## config.mk

```make
export PLATFORM = sky130hd
export DESIGN_NAME = digit_scan_ctrl
export DESIGN_NICKNAME = d
export VERILOG_FILES = /design/src/rtl/digit_scan_pkg.sv /design/src/rtl/digit_scan_ctrl_bcd_to_seg7.sv /design/src/rtl/digit_scan_ctrl.sv
export SDC_FILE = /design/constraint.sdc
export NUM_CORES = 1
export LEC_CHECK = 0
export ABC_AREA = 1
export CORE_MARGIN = 2
export CORE_UTILIZATION = 40
export CTS_CLUSTER_DIAMETER = 60
export DETAILED_ROUTE_END_ITERATION = 10
export PLACE_DENSITY_LB_ADDON = 0.05
export SETUP_SLACK_MARGIN = 0.1
export SLEW_MARGIN = 20
export SYNTH_ARGS = -nofsm -noshare
export SYNTH_HDL_FRONTEND = slang
export SYNTH_SLANG_ARGS = --single-unit
```

## constraint.sdc

```tcl
create_clock -name clk -period 2.7 [get_ports clk]
set_clock_uncertainty 0.15 [all_clocks]
set_input_delay 0.27 -clock clk [delete_from_list [all_inputs] [get_ports clk]]
set_output_delay 0.27 -clock clk [all_outputs]
set_load 0.05 [all_outputs]
```

## src/rtl/digit_scan_pkg.sv

```systemverilog
// digit_scan_pkg: shared state encoding, digit geometry and hex segment patterns for the scan controller
package digit_scan_pkg;

  typedef enum logic [1:0] {
    IDLE,
    BLANK,
    SHOW
  } state_t;

  localparam int NUM_DIGITS = 4;
  localparam int DIGIT_W    = 4;
  localparam int SEG_W      = 7;

  // Segment order {g,f,e,d,c,b,a}, active-high
  localparam logic [SEG_W-1:0] SEG_0 = 7'h3F;
  localparam logic [SEG_W-1:0] SEG_1 = 7'h06;
  localparam logic [SEG_W-1:0] SEG_2 = 7'h5B;
  localparam logic [SEG_W-1:0] SEG_3 = 7'h4F;
  localparam logic [SEG_W-1:0] SEG_4 = 7'h66;
  localparam logic [SEG_W-1:0] SEG_5 = 7'h6D;
  localparam logic [SEG_W-1:0] SEG_6 = 7'h7D;
  localparam logic [SEG_W-1:0] SEG_7 = 7'h07;
  localparam logic [SEG_W-1:0] SEG_8 = 7'h7F;
  localparam logic [SEG_W-1:0] SEG_9 = 7'h6F;
  localparam logic [SEG_W-1:0] SEG_A = 7'h77;
  localparam logic [SEG_W-1:0] SEG_B = 7'h7C;
  localparam logic [SEG_W-1:0] SEG_C = 7'h39;
  localparam logic [SEG_W-1:0] SEG_D = 7'h5E;
  localparam logic [SEG_W-1:0] SEG_E = 7'h79;
  localparam logic [SEG_W-1:0] SEG_F = 7'h71;

endpackage

```

## src/rtl/digit_scan_ctrl_bcd_to_seg7.sv

```systemverilog
// bcd_to_seg7: combinational hex digit to seven-segment pattern encoder
module bcd_to_seg7
  import digit_scan_pkg::*;
(
  input  logic [DIGIT_W-1:0] digit,
  output logic [SEG_W-1:0]   seg
);

  // Map each hex value to its lit segments
  always_comb begin
    case (digit)
      4'h0:    seg = SEG_0;
      4'h1:    seg = SEG_1;
      4'h2:    seg = SEG_2;
      4'h3:    seg = SEG_3;
      4'h4:    seg = SEG_4;
      4'h5:    seg = SEG_5;
      4'h6:    seg = SEG_6;
      4'h7:    seg = SEG_7;
      4'h8:    seg = SEG_8;
      4'h9:    seg = SEG_9;
      4'hA:    seg = SEG_A;
      4'hB:    seg = SEG_B;
      4'hC:    seg = SEG_C;
      4'hD:    seg = SEG_D;
      4'hE:    seg = SEG_E;
      default: seg = SEG_F;
    endcase
  end

endmodule

```

## src/rtl/digit_scan_ctrl.sv

```systemverilog
// digit_scan_ctrl: 4-digit seven-segment scan controller with blanking gaps and frame-synchronous double buffering; LEADING_ZERO_BLANK_EN enables leading-zero suppression
module digit_scan_ctrl
  import digit_scan_pkg::*;
#(
  parameter int DIV          = 50000,
  parameter int BLANK_CYCLES = 2,
  parameter int CNT_W        = 16
) (
  input  logic                          clk,
  input  logic                          rst,
  input  logic                          enable,
  input  logic                          load,
  input  logic [NUM_DIGITS*DIGIT_W-1:0] digits,
  input  logic [NUM_DIGITS-1:0]         dp_mask,
  output logic                          a,
  output logic                          b,
  output logic                          en,
  output logic [SEG_W-1:0]              seg,
  output logic                          dp,
  output logic                          frame_done,
  output logic                          load_ack
);

  state_t                          state_q, state_d;
  logic [1:0]                      idx_q, idx_d;
  logic [CNT_W-1:0]                cnt_q, cnt_d;
  logic [NUM_DIGITS*DIGIT_W-1:0]   stage_q, stage_d, shadow_q, shadow_d;
  logic [NUM_DIGITS-1:0]           dp_stage_q, dp_stage_d, dp_shadow_q, dp_shadow_d;
  logic                            pending_q, pending_d;
  logic                            en_q, en_d, dp_q, dp_d, frame_q, frame_d, ack_q, ack_d;
  logic [SEG_W-1:0]                seg_q, seg_d;
  logic [DIGIT_W-1:0]              cur_digit;
  logic [SEG_W-1:0]                cur_seg;
  logic [NUM_DIGITS-1:0]           lz_blank;
  logic                            idle, ld_idle, ld_frame, lit;

  bcd_to_seg7 u_enc (
    .digit (cur_digit),
    .seg   (cur_seg)
  );

  // Slot sequencing: IDLE -> BLANK gap -> SHOW, advancing the digit index at the end of each slot
  always_comb begin
    state_d = state_q;
    idx_d   = idx_q;
    cnt_d   = cnt_q + 1'b1;
    frame_d = 1'b0;
    if (!enable) begin
      state_d = IDLE;
      idx_d   = '0;
      cnt_d   = '0;
    end else begin
      case (state_q)
        IDLE: begin
          state_d = BLANK;
          idx_d   = '0;
          cnt_d   = '0;
        end
        BLANK: state_d = (cnt_q == CNT_W'(BLANK_CYCLES - 1)) ? SHOW : BLANK;
        SHOW: if (cnt_q == CNT_W'(DIV - 1)) begin
          state_d = BLANK;
          cnt_d   = '0;
          idx_d   = idx_q + 2'd1;
          frame_d = (idx_q == 2'd3);
        end
        default: begin
          state_d = IDLE;
          idx_d   = '0;
          cnt_d   = '0;
        end
      endcase
    end
  end

  // Double buffering: stage on load, commit at a frame boundary or straight away while idle
  always_comb begin
    idle        = (state_q == IDLE);
    ld_idle     = idle && (load || pending_q);
    ld_frame    = frame_d && pending_q;
    ack_d       = ld_idle || ld_frame;
    stage_d     = load ? digits : stage_q;
    dp_stage_d  = load ? dp_mask : dp_stage_q;
    pending_d   = !ld_idle && (load || (pending_q && !ld_frame));
    shadow_d    = (ld_idle && load) ? digits : ack_d ? stage_q : shadow_q;
    dp_shadow_d = (ld_idle && load) ? dp_mask : ack_d ? dp_stage_q : dp_shadow_q;
  end

`ifdef LEADING_ZERO_BLANK_EN
  // Suppress zeros to the left of the most significant nonzero digit; digit 0 always shows
  always_comb begin
    lz_blank[3] = (shadow_d[15:12] == 4'h0);
    lz_blank[2] = lz_blank[3] && (shadow_d[11:8] == 4'h0);
    lz_blank[1] = lz_blank[2] && (shadow_d[7:4] == 4'h0);
    lz_blank[0] = 1'b0;
  end
`else
  assign lz_blank = '0;
`endif

  // Output data for the digit that will be selected next cycle, so seg/dp settle during the blank gap
  always_comb begin
    lit       = (state_d != IDLE);
    cur_digit = shadow_d[{idx_d, 2'b00} +: DIGIT_W];
    en_d      = (state_d == SHOW);
    seg_d     = (lit && !lz_blank[idx_d]) ? cur_seg : '0;
    dp_d      = lit && dp_shadow_d[idx_d];
  end

  // State, buffers and registered outputs
  always_ff @(posedge clk) begin
    if (rst) begin
      state_q     <= IDLE;
      idx_q       <= '0;
      cnt_q       <= '0;
      stage_q     <= '0;
      dp_stage_q  <= '0;
      shadow_q    <= '0;
      dp_shadow_q <= '0;
      pending_q   <= 1'b0;
      en_q        <= 1'b0;
      seg_q       <= '0;
      dp_q        <= 1'b0;
      frame_q     <= 1'b0;
      ack_q       <= 1'b0;
    end else begin
      state_q     <= state_d;
      idx_q       <= idx_d;
      cnt_q       <= cnt_d;
      stage_q     <= stage_d;
      dp_stage_q  <= dp_stage_d;
      shadow_q    <= shadow_d;
      dp_shadow_q <= dp_shadow_d;
      pending_q   <= pending_d;
      en_q        <= en_d;
      seg_q       <= seg_d;
      dp_q        <= dp_d;
      frame_q     <= frame_d;
      ack_q       <= ack_d;
    end
  end

  assign a          = idx_q[1];
  assign b          = idx_q[0];
  assign en         = en_q;
  assign seg        = seg_q;
  assign dp         = dp_q;
  assign frame_done = frame_q;
  assign load_ack   = ack_q;

endmodule

```

==> results.py, run 1 <==
# Synthesis and PnR figures
metrics = {
    "synthesis": {
        "postSynthAreaPerCell_um2": 7.06,
        "ys_async_sr_fraction_pct": 0,
        "syn_inst": 519,
        "yosysTopAreaCell": "dfxtp_1",
        "ys_seq_share_pct": 39.3,
        "flop_cell": "dfxtp_1",
        "edf_count": 0,
        "syn-num-nets": 557,
        "synth_warnings": 0,
    },
    "routing": {
        "antenna_left": 0,
        "num_vias": 3448,
        "wl_met2_um": 4190,
        "first_iter_violations": 121,
        "wl_um": 9310,
        "routed.top_layer": "met4",
        "wl_met3_um": 220,
        "drt-wirelength-per-cell_um": 13.3,
        "viasPerCell": 4.92,
    },
    "run": {
        "maxCapViolations": 0,
    },
    "sta": {
        "fin_ws_ps": 165,
        "fmax_mhz": 394,
        "final.setup.tns_ps": 0,
        "whs_ps": 309,
        "finalMaxSlewViolations": 0,
        "layout_min_cycle_time_ps": 2540,
    },
    "placed_design": {
        "hpwl_um": 6500,
        "post-place-cells": 675,
        "place_congestion": 0.829,
        "portBuffers": 36,
    },
    "critical_path": {
        "crit_path_end_kind": "flip-flop",
        "crit_slowest_cell": "dfxtp_4",
        "r2r_slack_ps": 160,
        "crit_path_start": "cnt_q[1]",
        "cp-endpoint": "seg[1]",
        "cp_slowest_stage_delay_ps": 370,
        "r2r_cells": 18,
        "critPathLaunchType": "flip-flop",
        "required_ps": 2840,
        "path_buffers": 3,
        "worst-setup-path-type": "reg -> reg",
    },
    "floorplan": {
        "fp.dieW_um": 99.7,
        "core_um2": 8810,
        "num_io_pins": 37,
    },
    "final_layout": {
        "flop_area_um2": 1460,
        "largest_class": "multi-input combinational cells",
        "drive_above_1_share_pct": 22.8,
        "nonClkBufAreaFrac_pct": 14.7,
        "inv_count": 56,
    },
    "worst_hold_path": {
        "hold_class": "reg -> reg",
        "hold_end": "cnt_q[9]",
        "worstHoldStart": "cnt_q[9]",
        "hold_path_depth": 2,
    },
    "clock_network": {
        "cts_made_buffers": 9,
        "cts_tree": "done",
        "clk_path_buf_depth": 2,
        "root_buffer": "clkbuf_8",
        "insertion_delay_ps": 350,
    },
    "power_and_ir_drop": {
        "pwr-share-clk_pct": 39.8,
        "p_per_area_nw_per_um2": 554,
        "comb_power_share_pct": 18.0,
    },
    "global_route": {
        "grt_usage_pct": 18.6,
        "grt_pass1_vias": 3204,
        "antenna_found_initial": 0,
        "grt_max_degree": 46,
    },
    "run_status": {
        "status": "completed",
    },
}
run 1: cells in the final DEF (no fill, tap or decap), types with 3 or more instances in the layout:
cell type / count
clkdlybuf4s50_1: 36
nor2_1: 45
nand2_1: 134
ha_1: 9
o21a_1: 4
buf_4: 37
o21ai_1: 6
nor3_1: 7
nand4_1: 3
ha_4: 4
a21oi_1: 44
dfxtp_1: 61
nand2_2: 12
o211ai_1: 4
clkbuf_8: 10
nand3_2: 13
inv_1: 46
or2_2: 7
a31oi_1: 3
o21ai_0: 5
bufinv_16: 3
dfxtp_2: 9
inv_4: 4
nor2_2: 3
a21oi_2: 3
nand2_4: 4
inv_2: 5
nand3_1: 43
run 1: state kept, by name, indices dropped and copies added, names as in the netlist:
name	cells
cnt_q	16
dp	1
dp_shadow_q	4
dp_stage_q	4
en	1
frame_done	1
idx_q	2
load_ack	1
pending_q	1
seg	7
shadow_q	16
stage_q	16
state_q	2
run 1: repair_timing:
item / 4_1_cts / 5_1_grt
endpoints found under the setup margin: 7 / 9
buffers inserted: 1 / 8
resized: 4 / 56
gates cloned: 0 / 1
hold endpoints to repair: 0 / 0
pin swaps: 1 / 20
run 1: cells by family after synthesis:
| family | count (synthesis) | synth area share (%) |
|---|---|---|
| compound gates | 73 | 11.3 |
| xor+xnor | 2 | 0.478 |
| fa+ha+maj | 14 | 4.78 |
| buf+inv | 75 | 8.84 |
| flops | 72 | 39.3 |
| simple gates | 283 | 35.2 |
run 1: power by group through the flow:
stage,logic (W),registers [W],clock network (W)
after global routing,0.000534,0.00113,0.00113
after detailed placement,0.000428,0.00116,0
after CTS,0.000431,0.00113,0.00109
after floorplan,0.000243,0.00119,0
after global placement,0.000426,0.00115,0
final,0.000483,0.00113,0.00107
**Run 1: clock distribution**

Scale bar: 20 um.
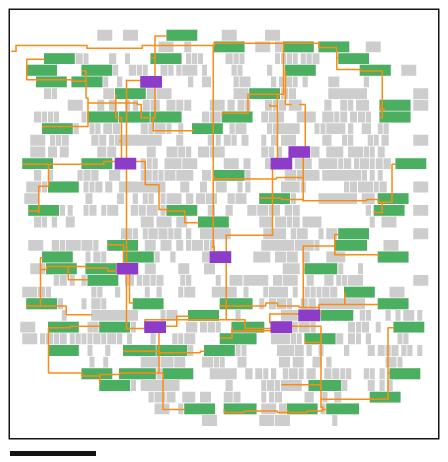
[green] flip-flops | count: 72
[purple] clock-net drivers | count: 9
[orange] clock wires | length: 1070 um
routed clock nets: 10

**Run 1: clock wiring as the flow saved it**

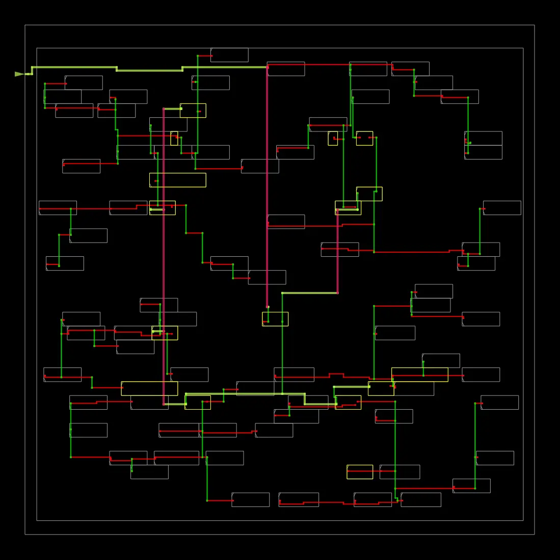
sequential cells: 72
Clk. pwr: 0.00107 W

**Run 1: logic cells by family**

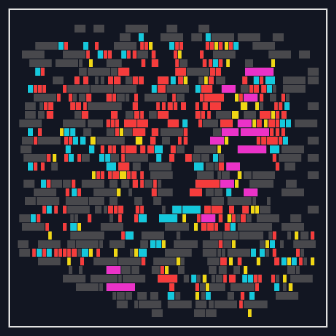
| colour | family | cells | most used |
|---|---|---|---|
| magenta | fa/ha/maj cells | 14 | ha_1 |
| yellow | inv cells | 56 | inv_1 |
| red | nand cells | 213 | nand2_1 |
| cyan | aoi and oai cells | 69 | a21oi_1 |
Non-Filler Instances: 701
Commonest Layout Cell: nand2_1
Comb area share: 42.7%

**Run 1: register map, names as in the netlist**

Other sequential cells in the stronger grey, the rest of the logic in the fainter grey.
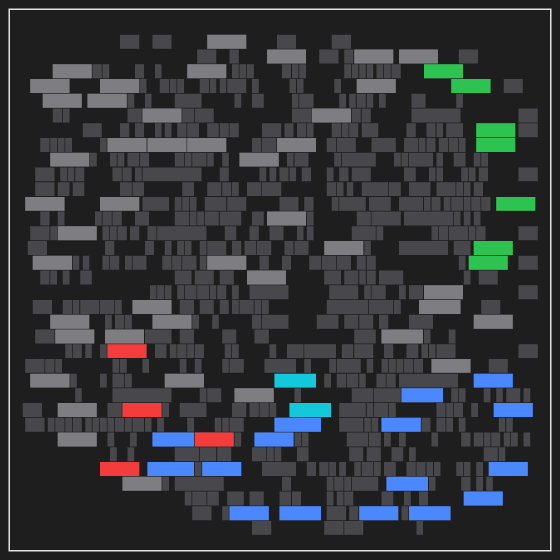
| colour | signal | flops |
|---|---|---|
| cyan | `idx_q` | 2 |
| blue | `cnt_q` | 16 |
| green | `seg` | 7 |
| red | `dp_shadow_q` | 4 |
not coloured: 43

==> run 2: changes to the inputs <==
--- a/config.mk
+++ b/config.mk
@@ -16,3 +16,4 @@
 export SYNTH_ARGS = -nofsm -noshare
 export SYNTH_HDL_FRONTEND = slang
 export SYNTH_SLANG_ARGS = --single-unit
+export TNS_END_PERCENT = 100
**Run 2: placement by cell class**

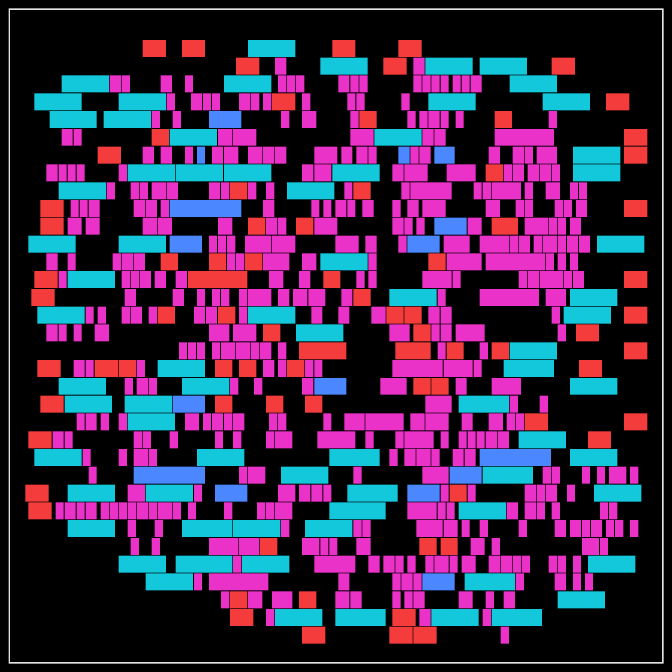
| colour | class | cells |
|---|---|---|
| blue | clock drivers and dummy loads | 16 |
| cyan | registers | 72 |
| red | remaining buffers and delay cells | 77 |
| magenta | remaining logic cells | 428 |

==> results.py, run 2 <==
# Synthesis and PnR figures
metrics = {
    "run_status": {
        "status": "completed",
    },
    "critical_path": {
        "crit_slowest_cell": "dfxtp_4",
        "worst-setup-path-type": "reg -> reg",
        "crit_path_end_kind": "flip-flop",
        "path_cells": "ha_4 > nand3_4 > nor2_4 > nand4_4 > nand2_4 > clkbuf_16 > nand2_1 > nand3_1 > nand2_1 > nand2_1 > nand3_2 > nand2_4 > buf_4 > ha_1 > inv_1 > nand2_1 > nand3_1 > a21oi_2",
        "arrival_ps": 2670,
        "cp_slowest_stage_delay_ps": 370,
        "crit_family": "simple AND/OR/NAND/NOR gates",
        "required_ps": 2840,
        "r2r_slack_ps": 160,
        "critPathLaunchType": "flip-flop",
        "crit_top_cell": "nand2_1",
        "path_buffers": 3,
    },
    "global_route": {
        "grt_usage_pct": 18.6,
        "grt_pass1_vias": 3204,
        "grt_max_degree": 46,
        "grt_overflow": 0,
        "antenna_found_initial": 0,
        "grt_first_pass_wirelength_um": 14700,
    },
    "sta": {
        "whs_ps": 309,
        "final_hold_viol_count": 0,
        "final.setup.tns_ps": 0,
        "finalMaxSlewViolations": 0,
        "rsz0062_at_grt": "true",
        "fin_ws_ps": 165,
        "tightest_slew_ps": 698,
        "fmax_mhz": 394,
        "period_used_pct": 93.9,
        "relSlewSlack_pct": 53.4,
        "layout_min_cycle_time_ps": 2540,
        "setup_violations": 0,
    },
    "final_layout": {
        "flop_area_um2": 1460,
        "finalNetCount": 626,
        "stdcell_area_um2": 4840,
        "sh_seq_area_pct": 30.2,
        "n_fill_cell": 843,
        "sh_comb_area_pct": 42.7,
        "drive_above_1_share_pct": 22.8,
        "logic_gates": 372,
        "antenna_cells": 0,
        "syn2layout_area_growth_pct": 32.0,
        "nClkBuffers": 11,
        "utilization_pct": 54.9,
        "inv_count": 56,
        "clock_area_share_pct": 5.07,
        "nonClkBufAreaFrac_pct": 14.7,
        "seq_cell_count": 72,
        "most-common-layout-cells": "134 x nand2_1, 61 x dfxtp_1, 46 x inv_1, 45 x nor2_1, 44 x a21oi_1",
        "reg_top3": "cnt_q (16), shadow_q (16), stage_q (16)",
        "num-nonclk-buffers": 77,
        "final_cells": 701,
        "largest_class": "multi-input combinational cells",
        "layout_top_cell": "nand2_1",
    },
    "clock_network": {
        "root_buffer": "clkbuf_8",
        "cts.sinks": 72,
        "cts_made_buffers": 9,
        "htree_num_levels": 3,
        "cts_tree": "done",
        "insertion_delay_ps": 350,
        "clk_path_buf_depth": 2,
        "clk_pin_slew_ps": 80,
        "cts_hold_buffers": 0,
    },
    "power_and_ir_drop": {
        "leakage_nw": 2.05,
        "ir_drop_v": 0.000340,
        "p_per_area_nw_per_um2": 554,
        "total_power_w": 0.00268,
    },
    "synthesis": {
        "top_area_share_pct": 39.3,
        "ys_ff": 72,
        "simple_gate_share_pct": 35.2,
        "syn-num-nets": 557,
        "top_cells_by_count": "143 x nand2_1, 72 x dfxtp_1, 50 x inv_1, 50 x nand3_1, 47 x nor2_1",
        "syn_inst": 519,
        "synth_warnings": 0,
        "compound_area_share_pct": 11.3,
        "most_common_cell": "nand2_1",
        "flop_cell": "dfxtp_1",
        "ys_async_sr_fraction_pct": 0,
        "mux_share_pct": 0,
        "syn_area_um2": 3660,
        "synth_adder_area_share_pct": 4.78,
        "ys_seq_share_pct": 39.3,
        "xor_area_share_pct": 0.478,
        "edf_count": 0,
        "yosys-stat-area_um2": 3660,
        "postSynthAreaPerCell_um2": 7.06,
        "ys_types": 40,
        "yosysTopAreaCell": "dfxtp_1",
        "top_logic_kind": "simple AND/OR/NAND/NOR gates",
    },
    "floorplan": {
        "die_area_um2": 9940,
        "taps": 108,
        "rows": 34,
        "core_um2": 8810,
        "fp_util_pct": 41.6,
        "num_io_pins": 37,
        "die_y_um": 99.7,
        "fp.dieW_um": 99.7,
    },
    "routing": {
        "drc": 0,
        "drt_pass1_iterations": 4,
        "drt-wirelength-per-cell_um": 13.3,
        "wl_um": 9310,
        "first_iter_violations": 121,
        "antenna_left": 0,
        "viasPerCell": 4.92,
        "num_vias": 3448,
    },
    "worst_hold_path": {
        "hold_class": "reg -> reg",
    },
    "placed_design": {
        "post-place-cells": 675,
        "dp_slack_ps": -94.3,
        "hpwl_um": 6500,
        "portBuffers": 36,
        "place_congestion": 0.829,
    },
    "run": {
        "log.warning_count": 37,
        "maxCapViolations": 0,
    },
}
## run 2: worst register-to-register path, stage by stage (launching register included)
cell,delay [ps]
dfxtp_4,370
ha_4,150
nand3_4,100
nor2_4,190
nand4_4,120
nand2_4,130
clkbuf_16,150
nand2_1,50
nand3_1,60
nand2_1,70
nand2_1,90
nand3_2,110
nand2_4,150
buf_4,130
ha_1,130
inv_1,40
nand2_1,80
nand3_1,90
a21oi_2,120
## run 2: logic make-up (layout without fill, tap and decap cells)
| family | count (synthesis) | after routing |
|---|---|---|
| XOR/XNOR | 2 | 2 |
| buffers and inverters | 75 | 149 |
| AND-OR/OR-AND | 73 | 73 |
| flip-flops | 72 | 72 |
| AND/OR/NAND/NOR | 283 | 283 |
| adder cells (fa/ha/maj) | 14 | 14 |
## run 2: report_power, final
part / internal [W] / switching, W
Combinational: 0.000201 / 0.000282
Sequential: 0.00111 / 0.0000175
Clock: 0.000640 / 0.000426
Total: 0.00195 / 0.000726
## run 2: worst paths after layout
path	startpoint	to	cells after the start
worst max-delay path	cnt_q[1]	seg[1]	18
worst min-delay path	cnt_q[9]	cnt_q[9]	2
worst max register to register	cnt_q[1]	seg[1]	18
worst min register to register	cnt_q[9]	cnt_q[9]	2
## run 2: repair_timing
action / in CTS / in global routing
setup endpoints to repair: 7 / 9
hold endpoints to repair: 0 / 0
gates resized: 4 / 56
gates cloned: 0 / 1
pin swaps: 1 / 20
setup buffers: 1 / 8
## run 2: routing by layer
layer  vias up  global-route usage (%)  share of wire, %
li1       1808                       -                 -
met1      1571                    25.7                51
met2        57                    28.6                45
met3        12                    3.16               2.4
met4         0                    8.01               1.7
met5         -                       0                 0
**Run 2: logic cells by family**

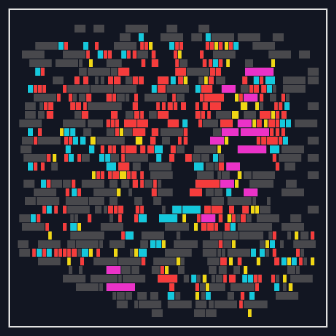

==> run 3: changes to the inputs <==
--- a/config.mk
+++ b/config.mk
@@ -16,4 +16,4 @@
 export SYNTH_ARGS = -nofsm -noshare
 export SYNTH_HDL_FRONTEND = slang
 export SYNTH_SLANG_ARGS = --single-unit
-export TNS_END_PERCENT = 100
+export TNS_END_PERCENT = 5
**Run 3: logic cells by family**

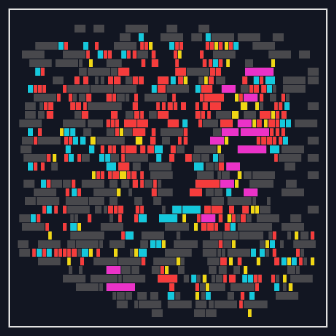
| colour | family | cells | most used |
|---|---|---|---|
| cyan | aoi and oai cells | 69 | a21oi_1 |
| magenta | fa/ha/maj cells | 14 | ha_1 |
| yellow | inv cells | 56 | inv_1 |
| red | nand cells | 213 | nand2_1 |

==> results.py, run 3 <==
# Synthesis and PnR figures
metrics = {
    "run_status": {
        "status": "completed",
    },
    "routing": {
        "num_vias": 3472,
        "drt_pass1_iterations": 4,
        "antenna_left": 0,
        "wl_met1_um": 4640,
        "drc": 0,
        "viasPerCell": 4.97,
        "drt-wirelength-per-cell_um": 13.2,
    },
    "global_route": {
        "grtUsageMet1_pct": 25.7,
        "grt_overflow": 0,
        "gr-usage-met2_pct": 28.6,
        "grt_first_pass_wirelength_um": 14700,
    },
    "worst_hold_path": {
        "hold_class": "reg -> reg",
        "worstHoldStart": "cnt_q[9]",
        "hold_end": "cnt_q[9]",
    },
    "power_and_ir_drop": {
        "leakage_nw": 2.04,
        "pwr-share-clk_pct": 40.0,
        "p_seq_share_pct": 42.2,
        "switching_power_w": 0.000726,
        "internal-power_w": 0.00195,
        "total_power_w": 0.00268,
        "netSwitchingFraction_pct": 27.1,
    },
    "clock_network": {
        "cts_tree": "done",
        "post-cts-setup-buffer-count": 1,
        "cts_hold_buffers": 0,
        "cts.sinks": 72,
        "cts_resized": 4,
        "root_buffer": "clkbuf_8",
        "clk_path_buf_depth": 2,
        "cts_made_buffers": 9,
        "htree_num_levels": 3,
    },
    "final_layout": {
        "reg_top3": "cnt_q (16), shadow_q (16), stage_q (16)",
        "n_fill_cell": 848,
        "antenna_cells": 0,
        "layout_top_cell": "nand2_1",
        "final_cells": 699,
        "stdcell_area_um2": 4810,
    },
    "sta": {
        "final_hold_viol_count": 0,
        "final.setup.tns_ps": 0,
        "tightest_slew_ps": 682,
        "period_used_pct": 93.5,
        "finalMaxSlewViolations": 0,
    },
    "synthesis": {
        "yosysTopAreaCell": "dfxtp_1",
        "ys_seq_share_pct": 39.3,
        "syn-num-nets": 557,
        "most_common_cell": "nand2_1",
        "syn_inst": 519,
        "yosys-stat-area_um2": 3660,
        "edf_count": 0,
        "postSynthAreaPerCell_um2": 7.06,
        "top_area_share_pct": 39.3,
        "syn_area_um2": 3660,
        "top_cells_by_count": "143 x nand2_1, 72 x dfxtp_1, 50 x inv_1, 50 x nand3_1, 47 x nor2_1",
    },
    "critical_path": {
        "worstReg2RegEnd": "seg[4]",
        "crit_top_cell": "nand2_1",
        "cp_slowest_stage_delay_ps": 370,
        "r2r_cells": 18,
        "crit_slowest_cell": "dfxtp_4",
        "crit_family": "simple AND/OR/NAND/NOR gates",
        "worst-setup-path-type": "reg -> reg",
    },
    "floorplan": {
        "fp_util_pct": 41.6,
        "die_area_um2": 9940,
    },
    "run": {
        "maxCapViolations": 0,
    },
    "placed_design": {
        "post-place-cells": 675,
        "hpwl_um": 6500,
        "portBuffers": 36,
    },
}
==> run 3: cell counts after synthesis <==
Identical to the previous run, type by type.
==> run 3: final cells by class <==
type | instances | area [um^2] | area share, %
clock buffer | 11 | 141 | 2.94
clock inverter | 5 | 104 | 2.16
inverter | 56 | 221 | 4.60
multi-input combinational | 372 | 2060 | 42.7
sequential | 72 | 1460 | 30.3
tap | 108 | 135 | 2.81
timing repair buffer | 75 | 694 | 14.4
==> run 3: worst max-delay path by stage <==
stage | from | to | slack, ps | cells past startpoint
2_1_floorplan | state_q[0] | seg[5] | 140 | 19
3_3_place_gp | enable | seg[3] | -50 | 19
3_5_place_dp | load | seg[6] | -90 | 19
4_1_cts | cnt_q[0] | seg[2] | 130 | 16
5_1_grt | cnt_q[1] | seg[5] | 9 | 19
6_report | cnt_q[1] | seg[4] | 170 | 18
==> run 3: power groups by stage <==
stage	logic [W]	registers, W	clock network (W)
final	0.000478	0.00113	0.00107
after global placement	0.000426	0.00115	0
after CTS	0.000431	0.00113	0.00109
after detailed placement	0.000428	0.00116	0
after floorplan	0.000243	0.00119	0
after global routing	0.000531	0.00113	0.00113
==> run 3: cells by family after synthesis <==
| group | Yosys count | share of synthesized area, % |
|---|---|---|
| fa+ha+maj | 14 | 4.78 |
| simple gates | 283 | 35.2 |
| buf+inv | 75 | 8.84 |
| flops | 72 | 39.3 |
| compound gates | 73 | 11.3 |
| xor+xnor | 2 | 0.478 |
==> run 3: per-stage QoR <==
step	util [%]	hold slack (ps)	worst slack, ps
finish	54.7	309	175
global route	54.7	325	9.21
CTS	51.7	317	126
detailed placement	48.8	305	-94.3
floorplan	-	260	138
global placement	48.8	299	-46.1
==> run 3: tightest hold or removal path, cell delays in order (launching register included) <==
cell and delay [ps]:
dfxtp_2 330, inv_1 50, a21oi_1 50
Power is estimated from default activity; no workload was simulated.
